==> config.mk <==
export PLATFORM = sky130hd
export DESIGN_NAME = fwd_hazard_ctrl
export DESIGN_NICKNAME = d
export VERILOG_FILES = /design/src/rtl/fwd_hazard_ctrl.sv
export SDC_FILE = /design/constraint.sdc
export NUM_CORES = 1
export LEC_CHECK = 0
export ABC_AREA = 1
export CORE_MARGIN = 2
export CORE_UTILIZATION = 49
export DETAILED_ROUTE_END_ITERATION = 6
export PLACE_DENSITY_LB_ADDON = 0.25
export RECOVER_POWER = 50
export SYNTH_ARGS = -nofsm -noshare
export SYNTH_HDL_FRONTEND = slang
export SYNTH_SLANG_ARGS = --single-unit
==> constraint.sdc <==
create_clock -name clk -period 1.9 [get_ports clk]
set_input_delay 0.38 -clock clk [delete_from_list [all_inputs] [get_ports clk]]
set_output_delay 0.38 -clock clk [all_outputs]
set_load 0.02 [all_outputs]
==> src/rtl/fwd_hazard_ctrl.sv <==
// fwd_hazard_ctrl
// Forwarding-select generator and stall sequencer for a 5-stage MIPS pipeline.
// A shadow copy of {valid, dest, reg_write, mem_read} is kept for the EX, MEM
// and WB stages. From it the block:
//   - computes the registered EX operand mux selects
//     (0 = register file, 1 = EX/MEM ALU result, 2 = MEM/WB writeback value),
//   - detects load-use hazards and inserts a one-cycle bubble into EX,
//   - holds EX for multi-cycle operations with a RUN / MC_BUSY down-counter FSM.
//
// Handshake semantics: there is no valid/ready pair here. stall_id=1 means the
// current ID instruction is not consumed this cycle and must be presented
// again unchanged next cycle. ex_hold=1 means ID/EX keeps its contents and a
// bubble goes into EX/MEM.
//
// Ports:
//   clk, rst_n                 clock, asynchronous active-low reset
//   id_valid                   ID holds a real instruction
//   id_rs, id_rt               ID source registers
//   id_rs_used, id_rt_used     the instruction reads rs / rt
//   id_dest                    destination register
//   id_reg_write               the instruction writes the register file
//   id_mem_read                the instruction is a load
//   id_multicycle              the instruction is a multi-cycle EX operation
//   stall_id                   combinational: hold PC and IF/ID
//   ex_hold                    registered: hold ID/EX, bubble into EX/MEM
//   fwd_a_sel, fwd_b_sel       registered operand mux selects
//   ex_start                   registered: first cycle of a valid EX occupant
//   dbg_state, dbg_cnt, dbg_wb debug view of the FSM state, counter and WB shadow
module fwd_hazard_ctrl #(
  parameter int REG_ADDR_W = 5,
  parameter int MC_LATENCY = 4
) (
  input  logic                  clk,
  input  logic                  rst_n,
  input  logic                  id_valid,
  input  logic [REG_ADDR_W-1:0] id_rs,
  input  logic [REG_ADDR_W-1:0] id_rt,
  input  logic                  id_rs_used,
  input  logic                  id_rt_used,
  input  logic [REG_ADDR_W-1:0] id_dest,
  input  logic                  id_reg_write,
  input  logic                  id_mem_read,
  input  logic                  id_multicycle,
  output logic                  stall_id,
  output logic                  ex_hold,
  output logic [1:0]            fwd_a_sel,
  output logic [1:0]            fwd_b_sel,
  output logic                  ex_start,
  output logic                  dbg_state,
  output logic [3:0]            dbg_cnt,
  output logic [REG_ADDR_W+2:0] dbg_wb
);

  typedef enum logic {
    ST_RUN     = 1'b0,
    ST_MC_BUSY = 1'b1
  } state_e;

  typedef struct packed {
    logic                  valid;
    logic [REG_ADDR_W-1:0] dest;
    logic                  reg_write;
    logic                  mem_read;
  } shadow_t;

  // Counter value on entry: the entry cycle itself is the first of the
  // MC_LATENCY cycles, so MC_BUSY lasts MC_LATENCY-1 cycles.
  localparam logic [3:0] MC_LOAD = 4'(MC_LATENCY - 1);

  state_e     state_q, state_d;
  logic [3:0] cnt_q, cnt_d;
  shadow_t    ex_q, ex_d, mem_q, mem_d, wb_q, wb_d;
  logic [1:0] fwd_a_q, fwd_a_d, fwd_b_q, fwd_b_d;
  logic       ex_hold_q, ex_hold_d;
  logic       ex_start_q, ex_start_d;

  shadow_t    id_shadow;
  logic       rs_ex, rs_mem, rt_ex, rt_mem;
  logic       load_use;
  logic [1:0] sel_a_new, sel_b_new;

  function automatic logic src_match(input logic used,
                                     input logic [REG_ADDR_W-1:0] src,
                                     input shadow_t st);
    // $0 is hard-wired to zero and is never forwarded.
    return used && (src != '0) && st.valid && st.reg_write && (st.dest == src);
  endfunction

  assign id_shadow = '{valid: id_valid, dest: id_dest,
                       reg_write: id_reg_write, mem_read: id_mem_read};

  assign rs_ex  = src_match(id_rs_used, id_rs, ex_q);
  assign rs_mem = src_match(id_rs_used, id_rs, mem_q);
  assign rt_ex  = src_match(id_rt_used, id_rt, ex_q);
  assign rt_mem = src_match(id_rt_used, id_rt, mem_q);

  // The newest producer (EX) takes precedence over the older one (MEM).
  assign sel_a_new = rs_ex ? 2'd1 : (rs_mem ? 2'd2 : 2'd0);
  assign sel_b_new = rt_ex ? 2'd1 : (rt_mem ? 2'd2 : 2'd0);

  assign load_use = (state_q == ST_RUN) && id_valid && ex_q.valid &&
                    ex_q.mem_read && (rs_ex || rt_ex);

  always_comb begin
    state_d    = state_q;
    cnt_d      = cnt_q;
    ex_d       = ex_q;
    mem_d      = mem_q;
    wb_d       = wb_q;
    fwd_a_d    = fwd_a_q;
    fwd_b_d    = fwd_b_q;
    ex_start_d = 1'b0;
    stall_id   = 1'b0;
    case (state_q)
      ST_RUN: begin
        mem_d = ex_q;
        wb_d  = mem_q;
        if (load_use) begin
          // Bubble into EX; the consumer retries next cycle, when the load
          // has moved to MEM and its data comes from MEM/WB.
          stall_id = 1'b1;
          ex_d     = '0;
          fwd_a_d  = 2'd0;
          fwd_b_d  = 2'd0;
        end else begin
          ex_d       = id_shadow;
          fwd_a_d    = sel_a_new;
          fwd_b_d    = sel_b_new;
          ex_start_d = id_valid;
          if (id_valid && id_multicycle) begin
            cnt_d   = MC_LOAD;
            state_d = ST_MC_BUSY;
          end
        end
      end
      ST_MC_BUSY: begin
        // EX shadow and selects hold; the operation's result is not in
        // EX/MEM yet, so bubbles drain into MEM behind it.
        stall_id = 1'b1;
        mem_d    = '0;
        wb_d     = mem_q;
        cnt_d    = cnt_q - 4'd1;
        if (cnt_q == 4'd1) state_d = ST_RUN;
      end
      default: state_d = ST_RUN;
    endcase
    ex_hold_d = (state_d == ST_MC_BUSY);
  end

  always_ff @(posedge clk or negedge rst_n) begin
    if (!rst_n) begin
      state_q    <= ST_RUN;
      cnt_q      <= 4'd0;
      ex_q       <= '0;
      mem_q      <= '0;
      wb_q       <= '0;
      fwd_a_q    <= 2'd0;
      fwd_b_q    <= 2'd0;
      ex_hold_q  <= 1'b0;
      ex_start_q <= 1'b0;
    end else begin
      state_q    <= state_d;
      cnt_q      <= cnt_d;
      ex_q       <= ex_d;
      mem_q      <= mem_d;
      wb_q       <= wb_d;
      fwd_a_q    <= fwd_a_d;
      fwd_b_q    <= fwd_b_d;
      ex_hold_q  <= ex_hold_d;
      ex_start_q <= ex_start_d;
    end
  end

  assign ex_hold   = ex_hold_q;
  assign fwd_a_sel = fwd_a_q;
  assign fwd_b_sel = fwd_b_q;
  assign ex_start  = ex_start_q;
  assign dbg_state = state_q;
  assign dbg_cnt   = cnt_q;
  assign dbg_wb    = wb_q;

endmodule

==> run summary <==
fresh numbers from the pnr run: fin crit period=around 2.0 ns, hold_buf cts=0, IO buf count=42, drt drc=0, launching point of the worst reg2reg path=ex_q[2]$_DFFE_PN0N_, Layout Cells excl Fill=about 320, Netlist cell types=24, Final Max Tran Viols=0, clk slew on worst S/H paths=~0.1 ns, largest class=registers, flip-flops=34, non-clock inverter total of the final layout=26, TritonCTS buffer count=5, Hold Path End=dbg_wb[0]$_DFF_PN0_, Post-Syn Instances=212, Top cells excl fill/tap=nand2_1, dfrtp_1, clkdlybuf4s50_1, Avg Synthesized Cell Area=8.221 sq um, r2r setup slk=between 0.2 and 0.25 ns, total chip power=~0.0033 W, final-layout clock-cell area share=0.04539, YS chip area=approximately 1700 sq um, Fin Hold WS=around 0.36 ns, Crit. End Element=primary output, CP startpoint kind=flip-flop, GPL Wtd Cong=roughly 0.93, Worst Path Required=~1.5 ns, outcome=complete, but fails checks, initial DRC count=80, routed vias=roughly 1.6k, Top area cell types=dfrtp_1, nand2_1, nand3_2, Simple-Gate Area Share=0.3496, met2 WL=just under 2 mm, relative slew slack=0.4379, Pleak=~1.3 nW, ANT cells=0, setup ws final=-0.1409 ns, Logic family by area=simple AND/OR/NAND/NOR gates, met1 GRT Util=0.2753, # Cells Yosys=212, DP Cell Count=roughly 310, Data buffer area share=0.2290, Clk Tree Root Cell=clkbuf_4, R2R cell count=11, Slew @ Worst Pin=0.8432 ns, CTS tree=done, chip area=4050 sq um, Signal buffers=63, number of multi-input logic gates=roughly 150, pwr dens=roughly 1300 nW/um^2, drt total wl=4.118 mm, Fill cells=249, GRT Max-Usage Layer=met2, post-synth top area share=0.4882, Gate Area=slightly below 800 sq um, first-pass GRT wire length=~6.5 mm, # setup viols final=1, failing checks=negative setup slack, drt wl/cell=approximately 13 um, Synthesis Warnings=0, synthesized flop and latch total=34, initial antenna violation count=0, Synth Net Count=237, vias in the first global route=1428
-- how the worst max path moves through the flow --
stage | start | endpoint | slack [ns] | cells after the start
2_1_floorplan | ex_q[3]$_DFFE_PN0N_ | stall_id | 0.29 | 8
3_3_place_gp | id_rt[0] | stall_id | -0.63 | 10
3_5_place_dp | id_rs[3] | stall_id | -0.65 | 10
4_1_cts | ex_q[6]$_DFFE_PN0N_ | stall_id | -0.09 | 10
5_1_grt | ex_q[2]$_DFFE_PN0N_ | stall_id | -0.23 | 9
6_report | ex_q[2]$_DFFE_PN0N_ | stall_id | -0.14 | 9
-- Yosys cell counts --
library cell  instances
nand3_1              10
nand2_2              10
a21oi_1               6
buf_2                 1
nand3_2              11
nor3_1                1
nand2_4               1
inv_2                 2
xnor2_1               6
nor3_2                1
nand4_1               1
buf_4                 1
nor2_1               24
inv_1                24
nor2_2                1
xor2_1                3
ha_1                  2
nand3b_1              2
or2_2                 1
clkbuf_1              2
dfrtp_1              34
buf_6                 1
nand2_1              63
o21ai_0               4
-- worst max-delay path, cell delays in order (launching register included) --
cell and delay (ns):
dfrtp_1 0.43, inv_2 0.07, nand2_1 0.09, nand3_1 0.11, nor2_1 0.16, nand3_2 0.14
nand2_2 0.12, nand2_4 0.05, nand2_2 0.06, buf_6 0.11
-- flip-flops by register name, summed over array words and instances, names as in the netlist --
name	count
fwd_a_sel	2
ex_hold	1
fwd_b_sel	2
ex_start	1
dbg_cnt	4
dbg_wb	8
mem_q	8
ex_q	8
-- where the power goes --
part	internal, W	switching [W]
combinational	0.000664	0.000743
sequential	0.000949	0.000200
clock	0.000446	0.000252
total	0.00206	0.00119
-- timing repair --
| item | CTS | global route |
|---|---|---|
| resized | 20 | 7 |
| endpoints found under the setup margin | 3 | 1 |
| pin swaps | 0 | 4 |
| buffers inserted | 0 | 3 |
gate_families.png
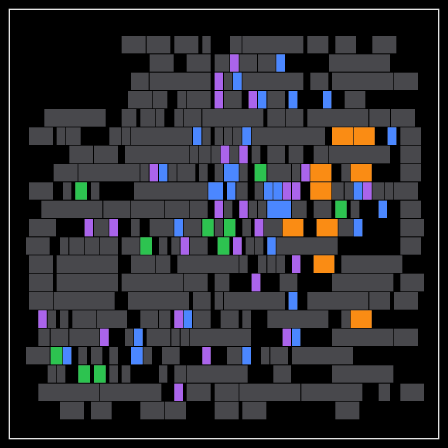
inverting AOI/OAI gates: marked green, cells 10. XOR/XNOR gates: marked orange, cells 9. inverters: marked purple, cells 26. NOR gates: marked blue, cells 27.

final_clocks.png
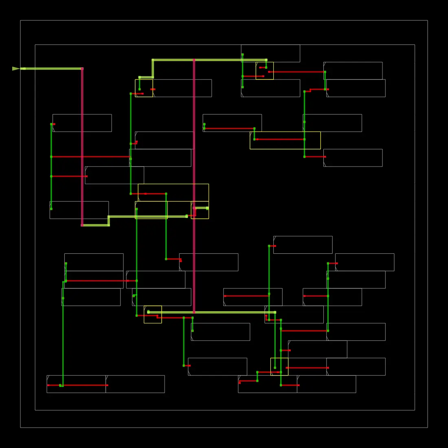
clock buffer count: 6
Clock Sinks: 34
Clk. pwr: 0.000697 W
Clk Latency, worst-skew pair: 0.34 ns

registers.png
Other sequential cells in the stronger grey, the rest of the logic in the fainter grey.
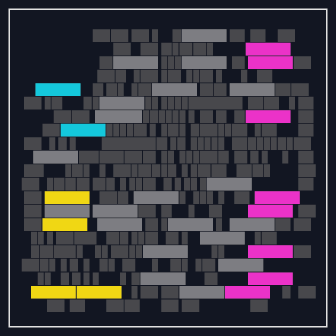
`fwd_a_sel`: marked cyan, flops 2. `dbg_wb`: marked magenta, flops 8. `dbg_cnt`: marked yellow, flops 4, where bottom left.
Another 20 sequential cells are not coloured.
Register Area: 852.1 sq um
sequential share of cell area: 0.3473
Final Core Density: 0.7239

pdn.png
Pins as bars on the die edge.
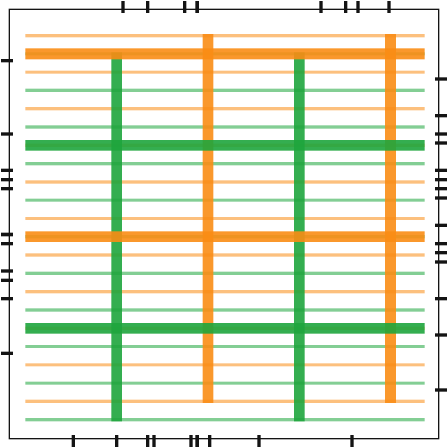
VSS: marked green. VDD: marked orange.
22 met1 rails follow the rows. 4 straps on met4. 43 signal pins sit on the boundary. 4 straps on met5. The core has 21 rows.
Core Area: 3390 sq um
Chip Width: 63.64 um
worst vdd ir: 912.3 uV
die height: 63.64 um

cell_classes.png
Scale bar: 20 um. Fill, decap, tap and diode cells in grey.
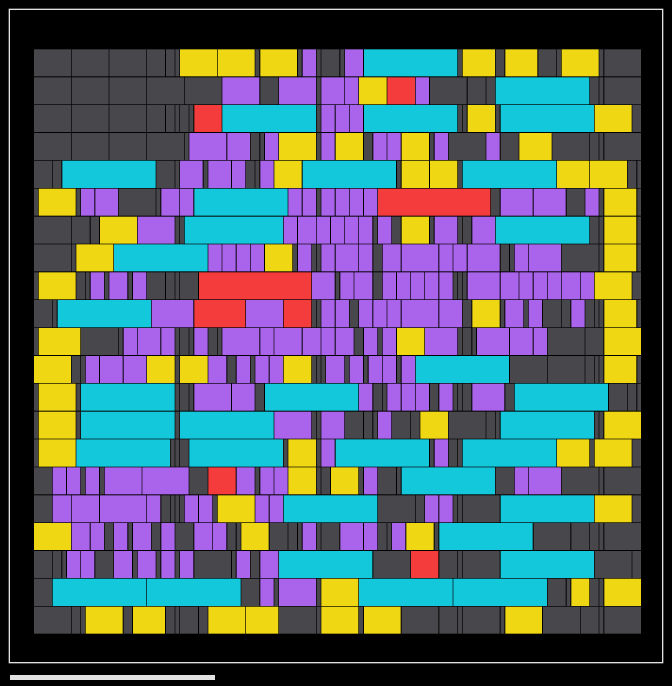
other buffers and delay cells: marked yellow, cells 63, share of their area 23%. all other logic: marked purple, cells 173, share of their area 36%. flip-flops: marked cyan, cells 34, share of their area 36%. clock drivers and dummy loads: marked red, cells 8, share of their area 4.6%.
fin area: 2454 sq um
row count: 21

Power and IR drop assume default switching activity.
